## src/rtl/case_example_pkg.sv

```systemverilog
// Shared opcode encoding for the case_example ALU slice.
package case_example_pkg;

  typedef enum logic [1:0] {
    OP_ADD = 2'd0,
    OP_SUB = 2'd1,
    OP_AND = 2'd2,
    OP_OR  = 2'd3
  } opcode_t;

  localparam int unsigned DEFAULT_WIDTH = 4;

endpackage

```

## src/rtl/case_example_alu.sv

```systemverilog
// Combinational four-operation core: result, carry/borrow and zero flag.
module case_example_alu
  import case_example_pkg::*;
#(
  parameter int unsigned WIDTH = DEFAULT_WIDTH
) (
  input  logic [1:0]       sel,
  input  logic [WIDTH-1:0] a,
  input  logic [WIDTH-1:0] b,
  output logic [WIDTH-1:0] r,
  output logic             carry,
  output logic             zero
);

  logic [WIDTH:0] ext;

  always_comb begin
    r     = '0;
    carry = 1'b0;
    ext   = '0;
    case (sel)
      OP_ADD: begin
        ext   = {1'b0, a} + {1'b0, b};
        r     = ext[WIDTH-1:0];
        carry = ext[WIDTH];
      end
      // Top bit of the widened difference is set exactly when a < b.
      OP_SUB: begin
        ext   = {1'b0, a} - {1'b0, b};
        r     = ext[WIDTH-1:0];
        carry = ext[WIDTH];
      end
      OP_AND: r = a & b;
      OP_OR:  r = a | b;
      default: begin
        r     = '0;
        carry = 1'b0;
      end
    endcase
    zero = (r == '0);
  end

endmodule

```

## src/rtl/case_example.sv

```systemverilog
// Registered ALU: combinational core followed by one output register stage.
module case_example
  import case_example_pkg::*;
#(
  parameter int unsigned WIDTH = DEFAULT_WIDTH
) (
  input  logic             clk,
  input  logic             rst,
  input  logic             in_valid,
  input  logic [1:0]       sel,
  input  logic [WIDTH-1:0] a,
  input  logic [WIDTH-1:0] b,
  output logic [WIDTH-1:0] y,
  output logic             out_valid,
  output logic             carry,
  output logic             zero
);

  logic [WIDTH-1:0] core_r;
  logic             core_carry;
  logic             core_zero;

  case_example_alu #(.WIDTH(WIDTH)) u_alu (
    .sel   (sel),
    .a     (a),
    .b     (b),
    .r     (core_r),
    .carry (core_carry),
    .zero  (core_zero)
  );

  // Result and flags hold on idle cycles; only out_valid drops.
  always_ff @(posedge clk) begin
    if (rst) begin
      y         <= '0;
      carry     <= 1'b0;
      zero      <= 1'b1;
      out_valid <= 1'b0;
    end else if (in_valid) begin
      y         <= core_r;
      carry     <= core_carry;
      zero      <= core_zero;
      out_valid <= 1'b1;
    end else begin
      out_valid <= 1'b0;
    end
  end

endmodule

```

## config.mk

```make
export PLATFORM = sky130hd
export DESIGN_NAME = case_example
export DESIGN_NICKNAME = d
export VERILOG_FILES = /design/src/rtl/case_example_pkg.sv /design/src/rtl/case_example_alu.sv /design/src/rtl/case_example.sv
export SDC_FILE = /design/constraint.sdc
export NUM_CORES = 1
export LEC_CHECK = 0
export CORE_MARGIN = 1.5
export CORE_UTILIZATION = 47
export DETAILED_ROUTE_END_ITERATION = 16
export GPL_TIMING_DRIVEN = 0
export PLACE_DENSITY = 0.78
export SYNTH_ARGS = -nofsm -noshare
export SYNTH_HDL_FRONTEND = slang
export SYNTH_SLANG_ARGS = --single-unit
```

## constraint.sdc

```tcl
create_clock -name clk -period 2.3 [get_ports clk]
set_input_delay 0.46 -clock clk [delete_from_list [all_inputs] [get_ports clk]]
set_output_delay 0.46 -clock clk [all_outputs]
set_load 0.02 [all_outputs]
```

==> metrics.yaml <==
power_and_ir_drop:
  p_comb_share_pct: 40.9
  powerDensity_nw_per_um2: 421
  maxPowerGroup: "combinational cells"
  leakage_uw: 0.000457
  ir_worst_vdd_v: 0.000335
  comb-power_uw: 169
  p_int_uw: 283
  switching_share_pct: 31.4
  clockPowerShare_pct: 26.3
  power.switching_uw: 130
logic_synthesis:
  synth_area_leader_cell: "ha_1"
  top_cell_area_share_pct: 19.8
  ys_types: 30
  synthCells: 82
  ys_cells: 82
  netlist_area_um2: 759
  synth_nets: 109
  top_cells_by_count: "13 x inv_1, 12 x ha_1, 9 x nor2_1"
  async_flop_share_pct: 0
  syn_area_per_cell_um2: 9.26
  ys_seq_share_pct: 18.5
  synthMostInstantiatedCell: "inv_1"
clocking:
  post-cts-setup-buffers: 0
  clock_path_buffers: 2
  cts.clk_slew.worst_paths_ps: 50
  cts_root_buf: "clkbuf_4"
  cts_hold_buf: 0
  ctsResizeCount: 1
critical_path:
  path_class: "input port to flop"
  r2r_cells: 2
  required_ps: 2460
  timing.rr.end: "zero$_SDFFE_PP1P_"
  start_kind: "input port"
  timing.rr.start: "zero$_SDFFE_PP1P_"
  setup.worst_path.end: "zero$_SDFFE_PP1P_"
detailed_routing:
  final_antenna_net_count: 0
  drt_iter0_markers: 2
  avgViaCountPerCell: 5.15
  drc: 0
  wl_um: 1350
place:
  pre_cts_ws_ps: -277
  hpwlAfterDp_um: 1150
  place_inst: 115
  io_buffers: 17
  dpl-instance-area_um2: 950
sta:
  layout_min_cycle_time_ps: 2230
  rsz0062_at_grt: "no"
  worstMarginPinSlew_ps: 316
  relSlewSlack_pct: 78.9
  finalHoldViolCount: 0
  maxSlewViolCount: 0
  fin_setup_tns_ps: 0
finish:
  logic_gates: 57
  nFillCells: 136
  comb_area_um2: 529
  clk_share_pct: 2.68
  drive_gt1_share_pct: 20.4
  largestClassByArea: "multi-input combinational cells"
  diodes: 0
  final_util_pct: 65.2
  finalNonFillerCells: 119
  bufAreaShareNonClock_pct: 21.4
  nets: 131
  inverters: 15
global_route:
  overflow: 0
  antenna_found_initial: 0
  grt_use_total_pct: 15.6
  grt_first_pass_wirelength_um: 2210
  grt_pass1_vias: 556
hold_path:
  worstHoldStart: "zero$_SDFFE_PP1P_"
  holdPathEnd: "zero$_SDFFE_PP1P_"
  hold-path-cell-count: 2
floorplan:
  rows: 14
  die_h_um: 43.2
  die-area_um2: 1870
  fp-utilization_pct: 50.4
  nWellTaps: 16
  core_area_um2: 1510
run:
  cap_violations: 0
  warnings: 34
outcome:
  status: "completed"
-- registers in the layout, indices dropped and copies added, names as in the netlist --
register / flops
y: 4
out_valid: 1
carry: 1
zero: 1
-- critical path, cell delays in order --
cell and delay, ps:
clkdlybuf4s50_1 460, ha_2 220, fa_1 410, xor2_1 180, o32a_2 360, o41ai_2 310
-- metal layers --
layer  global-route usage (%)  part of all wire [%]  vias up
li1                         -                     -      315
met1                     17.9                    43      285
met2                     27.5                    53       13
met3                     5.11                   4.2        0
met4                     3.64                     0        0
met5                        0                     0        -
-- cell families after synthesis --
family                   Yosys count  synth area share [%]
AND/OR/NAND/NOR                   20                  15.0
flip-flops                         7                  18.5
multiplexers                       6                  9.56
AND-OR/OR-AND                     15                  17.1
adder cells (fa/ha/maj)           14                  25.0
buffers and inverters             18                  12.5
XOR/XNOR                           2                  2.31
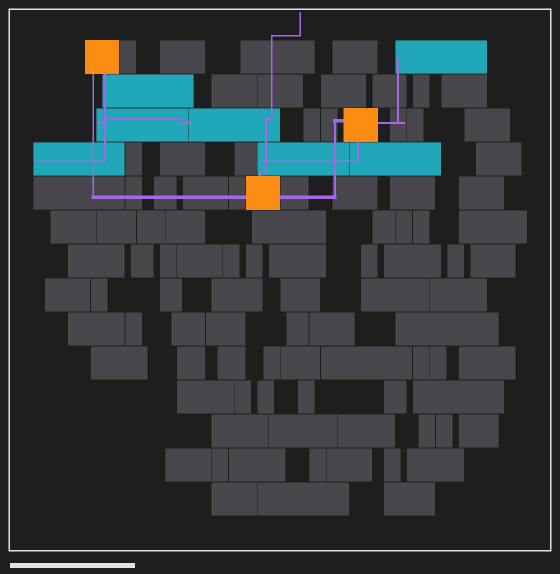
Figure 1: routed clock nets over the placement.
The bar under the picture is 10 µm long.
legend:
  purple:
    item: clock wires
    length: 96.0 µm
  cyan:
    item: flip-flops
    count: 7
  orange:
    item: clock drivers
    count: 3
routed clock nets: 4
Clock net power: 109 µW
worst skew pair latency: 250 ps
skew final: 0 ps

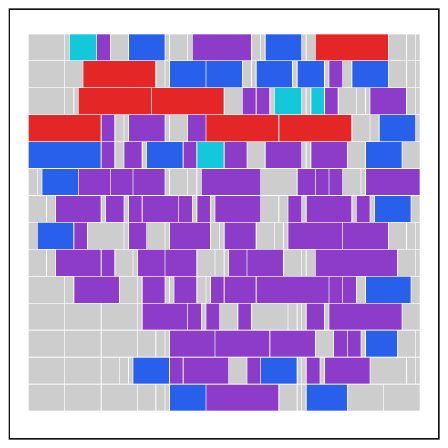
Figure 2: cell classes on the final placement.
Fill, decap, tap and diode cells in grey.
legend:
  purple:
    class: combinational and other logic
    cells: 72
    share_of_their_area: 61%
  cyan:
    class: clock drivers and dummy loads
    cells: 4
    share_of_their_area: 2.7%
  red:
    class: sequential cells
    cells: 7
    share_of_their_area: 15%
  blue:
    class: remaining buffers and delay cells
    cells: 20
    share_of_their_area: 22%

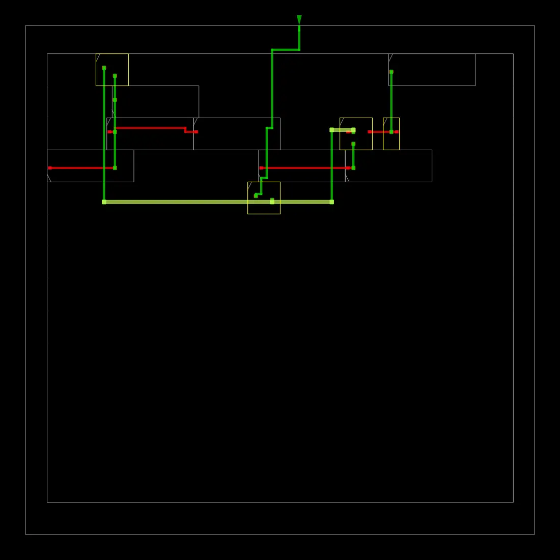
Figure 3: the clock network.
Flop Count: 7
CLK BUF: 4
CTS sink count: 7
TritonCTS Buffers: 3

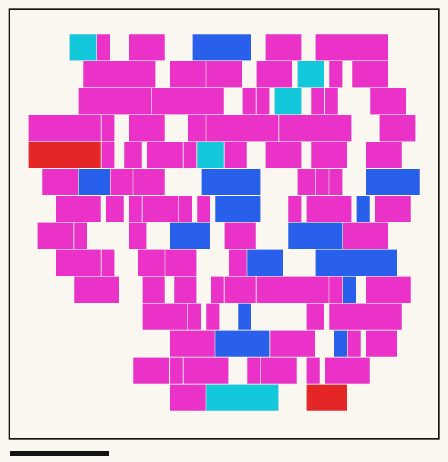
Figure 4: sizing map.
The bar under the picture is 10 µm long.
legend:
  blue:
    size: _2 cells
    cells: 14
  cyan:
    size: _3 and _4 cells
    cells: 5
  red:
    size: _6 and larger
    cells: 2
  magenta:
    size: _0 and _1 cells
    cells: 82
nonclk buf count: 20
final instance area: 982 µm²
setup ws final: 65.3 ps
synth-to-layout area growth: 29.3%

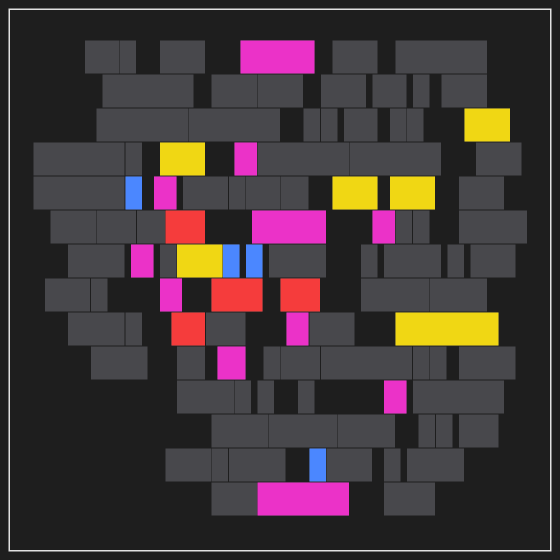
Figure 5: logic cells by family.
legend:
  yellow:
    family: mux cells
    cells: 6
    most_used: mux2i_1
  magenta:
    family: aoi and oai cells
    cells: 11
    most_used: a21oi_1
  red:
    family: non-inverting ao/oa cells
    cells: 4
  blue:
    family: nand cells
    cells: 4
    most_used: nand2_1
    where: centre
combinational fraction of the cell area: 53.9%
most numerous logic cell after layout: clkdlybuf4s50_1

Power and IR drop assume default switching activity.
